File: src/rtl/dino_pkg.sv
// Shared encodings for the dino game: per-player state codes and global game states.
package dino_pkg;

    localparam int unsigned STATE_W = 3;
    localparam int unsigned LIVES_W = 3;

    typedef enum logic [STATE_W-1:0] {
        PS_IDLE    = 3'b000,
        PS_JUMPING = 3'b001,
        PS_RUN1    = 3'b010,
        PS_RUN2    = 3'b011,
        PS_DUCKING = 3'b100,
        PS_DEAD    = 3'b101,
        PS_RESPAWN = 3'b110
    } player_state_e;

    typedef enum logic [1:0] {
        GS_RESTART   = 2'd0,
        GS_PLAY      = 2'd1,
        GS_PAUSED    = 2'd2,
        GS_GAME_OVER = 2'd3
    } game_state_e;

endpackage

File: src/rtl/player_lane.sv
// One player's lane: run/jump/duck FSM, lives, respawn invulnerability and jump physics.
module player_lane
    import dino_pkg::*;
#(
    parameter int unsigned POS_W        = 6,
    parameter int unsigned JUMP_H       = 20,
    parameter int unsigned MAX_JUMPS    = 2,
    parameter int unsigned LIVES        = 3,
    parameter int unsigned INVULN_TICKS = 16
) (
    input  logic                clk,
    input  logic                rst_n,
    input  logic                play,
    input  logic                start,
    input  logic                tick0,
    input  logic                tick1,
    input  logic                up,
    input  logic                up_rise,
    input  logic                down,
    input  logic                crash,
    output player_state_e       state,
    output logic [POS_W-1:0]    position,
    output logic [LIVES_W-1:0]  lives,
    output logic                jump_pulse,
    output logic                dead_c
);

    localparam int unsigned JUMP_W = $clog2(MAX_JUMPS + 1);
    localparam int unsigned RISE_W = $clog2(JUMP_H + 1);
    localparam int unsigned INV_W  = (INVULN_TICKS == 0) ? 1 : $clog2(INVULN_TICKS + 1);
    localparam logic [POS_W-1:0] POS_MAX = {POS_W{1'b1}};

    player_state_e       state_nxt;
    logic [POS_W-1:0]    position_nxt;
    logic [LIVES_W-1:0]  lives_nxt;
    logic                jump_pulse_nxt;
    logic [JUMP_W-1:0]   jumps_used, jumps_used_nxt;
    logic [RISE_W-1:0]   rise_cnt, rise_cnt_nxt;
    logic [INV_W-1:0]    invuln_cnt, invuln_cnt_nxt;

    always_ff @(posedge clk) begin
        if (!rst_n) begin
            state      <= PS_IDLE;
            position   <= '0;
            lives      <= LIVES_W'(LIVES);
            jump_pulse <= 1'b0;
            jumps_used <= '0;
            rise_cnt   <= '0;
            invuln_cnt <= '0;
        end else begin
            state      <= state_nxt;
            position   <= position_nxt;
            lives      <= lives_nxt;
            jump_pulse <= jump_pulse_nxt;
            jumps_used <= jumps_used_nxt;
            rise_cnt   <= rise_cnt_nxt;
            invuln_cnt <= invuln_cnt_nxt;
        end
    end

    always_comb begin
        state_nxt      = state;
        position_nxt   = position;
        lives_nxt      = lives;
        jump_pulse_nxt = 1'b0;
        jumps_used_nxt = jumps_used;
        rise_cnt_nxt   = rise_cnt;
        invuln_cnt_nxt = invuln_cnt;

        if (start) begin
            state_nxt      = PS_RUN1;
            position_nxt   = '0;
            lives_nxt      = LIVES_W'(LIVES);
            jumps_used_nxt = '0;
            rise_cnt_nxt   = '0;
            invuln_cnt_nxt = '0;
        end else if (!(state inside {PS_IDLE, PS_JUMPING, PS_RUN1, PS_RUN2,
                                     PS_DUCKING, PS_DEAD, PS_RESPAWN})) begin
            state_nxt = PS_IDLE;
        end else if (play) begin
            // A crash pre-empts any tick action of this lane in the same cycle.
            if (crash && (state inside {PS_RUN1, PS_RUN2, PS_JUMPING, PS_DUCKING})) begin
                lives_nxt      = lives - LIVES_W'(1);
                position_nxt   = '0;
                jumps_used_nxt = '0;
                rise_cnt_nxt   = '0;
                if (lives <= LIVES_W'(1)) begin
                    state_nxt      = PS_DEAD;
                    invuln_cnt_nxt = '0;
                end else begin
                    state_nxt      = PS_RESPAWN;
                    invuln_cnt_nxt = INV_W'(INVULN_TICKS);
                end
            end else begin
                case (state)
                    PS_RUN1, PS_RUN2: begin
                        if (tick0) begin
                            if (down) begin
                                state_nxt = PS_DUCKING;
                            end else if (up) begin
                                state_nxt      = PS_JUMPING;
                                jump_pulse_nxt = 1'b1;
                                jumps_used_nxt = JUMP_W'(1);
                                rise_cnt_nxt   = RISE_W'(JUMP_H);
                            end else begin
                                state_nxt = (state == PS_RUN1) ? PS_RUN2 : PS_RUN1;
                            end
                        end
                    end
                    PS_JUMPING: begin
                        if (tick0 && up_rise && (jumps_used < JUMP_W'(MAX_JUMPS))) begin
                            jump_pulse_nxt = 1'b1;
                            jumps_used_nxt = jumps_used + JUMP_W'(1);
                            rise_cnt_nxt   = RISE_W'(JUMP_H);
                        end else if (tick1) begin
                            if (rise_cnt != '0) begin
                                rise_cnt_nxt = rise_cnt - RISE_W'(1);
                                if (position != POS_MAX) begin
                                    position_nxt = position + POS_W'(1);
                                end
                            end else if (position <= POS_W'(1)) begin
                                position_nxt   = '0;
                                state_nxt      = PS_RUN1;
                                jumps_used_nxt = '0;
                            end else begin
                                position_nxt = position - POS_W'(1);
                            end
                        end
                    end
                    PS_DUCKING: begin
                        position_nxt = '0;
                        if (tick0 && !down) begin
                            state_nxt = PS_RUN1;
                        end
                    end
                    PS_RESPAWN: begin
                        if (tick0) begin
                            if (invuln_cnt <= INV_W'(1)) begin
                                invuln_cnt_nxt = '0;
                                state_nxt      = PS_RUN1;
                            end else begin
                                invuln_cnt_nxt = invuln_cnt - INV_W'(1);
                            end
                        end
                    end
                    default: ;
                endcase
            end
        end
    end

    assign dead_c = (state == PS_DEAD);

endmodule

File: src/rtl/player_array_ctrl.sv
// Multi-player dino controller: global game FSM, shared button edge detection, one lane per player.
module player_array_ctrl
    import dino_pkg::*;
#(
    parameter int unsigned N_PLAYERS    = 2,
    parameter int unsigned POS_W        = 6,
    parameter int unsigned JUMP_H       = 20,
    parameter int unsigned MAX_JUMPS    = 2,
    parameter int unsigned LIVES        = 3,
    parameter int unsigned INVULN_TICKS = 16
) (
    input  logic                          clk,
    input  logic                          rst_n,
    input  logic [1:0]                    game_tick,
    input  logic                          button_start,
    input  logic                          button_pause,
    input  logic [N_PLAYERS-1:0]          button_up,
    input  logic [N_PLAYERS-1:0]          button_down,
    input  logic [N_PLAYERS-1:0]          crash,
    output logic [N_PLAYERS*POS_W-1:0]    player_position,
    output logic [N_PLAYERS*STATE_W-1:0]  player_state,
    output logic [N_PLAYERS*LIVES_W-1:0]  lives_left,
    output logic [N_PLAYERS-1:0]          jump_pulse,
    output logic [1:0]                    game_state,
    output logic                          game_frozen,
    output logic                          game_start_pulse,
    output logic                          game_over_pulse
);

    game_state_e            gs, gs_nxt;
    logic                   pause_prev;
    logic [N_PLAYERS-1:0]   up_prev;
    logic [N_PLAYERS-1:0]   up_rise;
    logic [N_PLAYERS-1:0]   dead;
    logic                   tick0, tick1, pause_rise, all_dead, play;

    assign tick0      = game_tick[0];
    assign tick1      = game_tick[1];
    assign pause_rise = tick0 && button_pause && !pause_prev;
    assign up_rise    = {N_PLAYERS{tick0}} & button_up & ~up_prev;
    assign all_dead   = &dead;
    assign play       = (gs == GS_PLAY);
    assign game_state = gs;

    always_ff @(posedge clk) begin
        if (!rst_n) begin
            gs          <= GS_RESTART;
            pause_prev  <= 1'b0;
            up_prev     <= '0;
            game_frozen <= 1'b1;
        end else begin
            gs          <= gs_nxt;
            game_frozen <= (gs_nxt != GS_PLAY);
            if (tick0) begin
                pause_prev <= button_pause;
                up_prev    <= button_up;
            end
        end
    end

    // Start outranks pause in RESTART/GAME_OVER simply because those states ignore pause.
    always_comb begin
        gs_nxt           = gs;
        game_start_pulse = 1'b0;
        game_over_pulse  = 1'b0;
        case (gs)
            GS_RESTART, GS_GAME_OVER: begin
                if (tick0 && button_start) begin
                    gs_nxt           = GS_PLAY;
                    game_start_pulse = 1'b1;
                end
            end
            GS_PLAY: begin
                if (all_dead) begin
                    gs_nxt          = GS_GAME_OVER;
                    game_over_pulse = 1'b1;
                end else if (pause_rise) begin
                    gs_nxt = GS_PAUSED;
                end
            end
            GS_PAUSED: begin
                if (pause_rise) begin
                    gs_nxt = GS_PLAY;
                end
            end
            default: gs_nxt = GS_RESTART;
        endcase
    end

    for (genvar i = 0; i < N_PLAYERS; i++) begin : g_lane
        player_state_e lane_state;

        player_lane #(
            .POS_W        (POS_W),
            .JUMP_H       (JUMP_H),
            .MAX_JUMPS    (MAX_JUMPS),
            .LIVES        (LIVES),
            .INVULN_TICKS (INVULN_TICKS)
        ) u_lane (
            .clk        (clk),
            .rst_n      (rst_n),
            .play       (play),
            .start      (game_start_pulse),
            .tick0      (tick0),
            .tick1      (tick1),
            .up         (button_up[i]),
            .up_rise    (up_rise[i]),
            .down       (button_down[i]),
            .crash      (crash[i]),
            .state      (lane_state),
            .position   (player_position[i*POS_W +: POS_W]),
            .lives      (lives_left[i*LIVES_W +: LIVES_W]),
            .jump_pulse (jump_pulse[i]),
            .dead_c     (dead[i])
        );

        assign player_state[i*STATE_W +: STATE_W] = lane_state;
    end

endmodule

File: config.mk
export PLATFORM = sky130hd
export DESIGN_NAME = player_array_ctrl
export DESIGN_NICKNAME = d
export VERILOG_FILES = /design/src/rtl/dino_pkg.sv /design/src/rtl/player_lane.sv /design/src/rtl/player_array_ctrl.sv
export SDC_FILE = /design/constraint.sdc
export NUM_CORES = 1
export LEC_CHECK = 0
export ABC_AREA = 1
export CORE_UTILIZATION = 53
export CTS_CLUSTER_DIAMETER = 150
export DETAILED_ROUTE_END_ITERATION = 16
export GPL_TIMING_DRIVEN = 0
export PLACE_DENSITY = 0.73
export SETUP_SLACK_MARGIN = 0.1
export SYNTH_ARGS = -nofsm -noshare
export SYNTH_HDL_FRONTEND = slang
export SYNTH_SLANG_ARGS = --single-unit
File: constraint.sdc
create_clock -name clk -period 2.5 [get_ports clk]
set_input_delay 0.625 -clock clk [delete_from_list [all_inputs] [get_ports clk]]
set_output_delay 0.625 -clock clk [all_outputs]
set_load 0.005 [all_outputs]
**Clock routing**

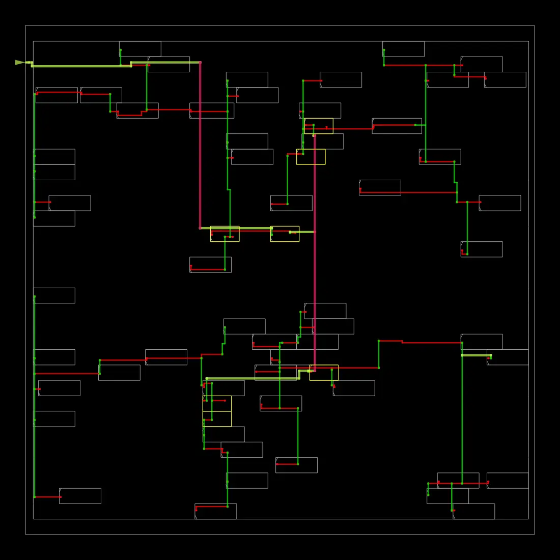
clock skew: 0.00913 ns
Clk power: 537 uW
Clock Latency Late Sink: 0.31 ns
total CTS buffers: 5
sequential cells: 56

**Met3 routing**

Scale: 6 px per um. Cells faint in the background.
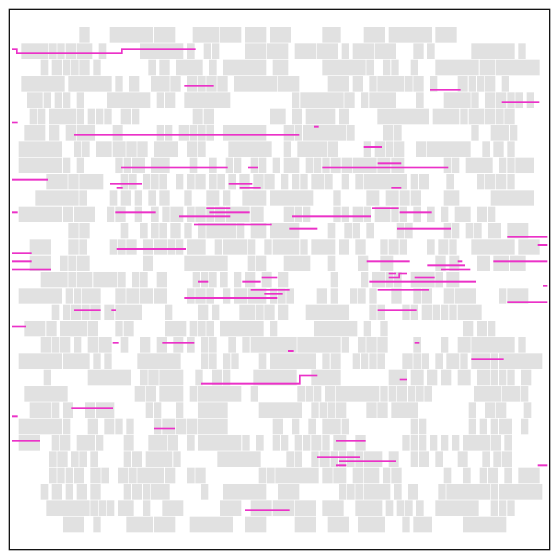
wire length on this layer: 444 um
nets with wire on the layer: 57
share of all routed wire: 4.2%
Post-Route WL: 10.5 mm
total number of vias: 4,378
grt met3 use: 3.64%

==> impl_metrics.yaml <==
# implementation run metrics
cts:
  cts_buffer_depth: 2
  h-tree-depth: 2
  cts_resized: 12
  cts_sinks: 56
route:
  route.met3.wl_um: 443
  drt_pass1_iterations: 4
  vias_per_cell: 5.38
  drt-initial-drc-count: 209
  wl_per_cell_um: 12.9
  ant_nets: 0
final_layout:
  seq_area_um2: 1130
  reg_top3: "g_lane.u_lane.position (12), g_lane.u_lane.invuln_cnt (10), g_lane.u_lane.rise_cnt (10)"
  lay_top_cells: "nand2_1, nor2_1, inv_1"
  n_all_buffers: 57
  clkCellAreaFrac_pct: 2.01
  clock_buffers: 7
  inverters: 96
  drive_above_1_share_pct: 8.95
  largest_register_ff_count: 12
setup_path:
  rr_endpoint: "g_lane[1].u_lane.jump_pulse$_SDFF_PP0_"
  r2r_start: "game_state[0]$_SDFF_PN0_"
  crit_arrival_ns: 2.45
  crit_chain: "clkdlybuf4s50_1 -> nand2_1 -> nor2_1 -> nand2_1 -> a2111oi_0"
  critPathKind: "input pin to flip-flop"
  rr_worst_depth: 6
global_route:
  grtUsageTotal_pct: 26.6
  use_met1_pct: 32.4
  antenna_found_initial: 0
pwr:
  p_leak_nw: 2.20
  p_per_area_nw_per_um2: 532
  power_frac_clock_pct: 21.1
  pwr-share-comb_pct: 39.8
  vdd_drop_max_v: 0.000309
  p_int_mw: 1.55
sta:
  grt_setup_unrepaired: "false"
  worst_pin_slew_ns: 0.622
  hold_viol_final: 0
synthesis:
  synth.avg_cell_area_um2: 6.16
  syn_inst: 664
  top_cells_by_area: "dfxtp_1, nand2_1, nor2_1"
  yosys-stat-cells: 664
  netlist.top_cell.by_area: "dfxtp_1"
  yosys_warnings: 0
  synthAdderAreaFrac_pct: 6.12
  syn_nets: 696
  ys_ff: 56
  netlist_area_um2: 4090
placed_design:
  port_buffers: 41
job:
  cap_violations: 0
  tool_warnings: 38
die:
  nWellTaps: 99
  die-height_um: 89.8
run_status:
  status: "complete, no violations"
worst_hold_path:
  hp-start: "up_prev[0]$_SDFFE_PN0P_"
  min_path_cells: 2
No activity file was given, so power comes from the tool's default toggle rates.
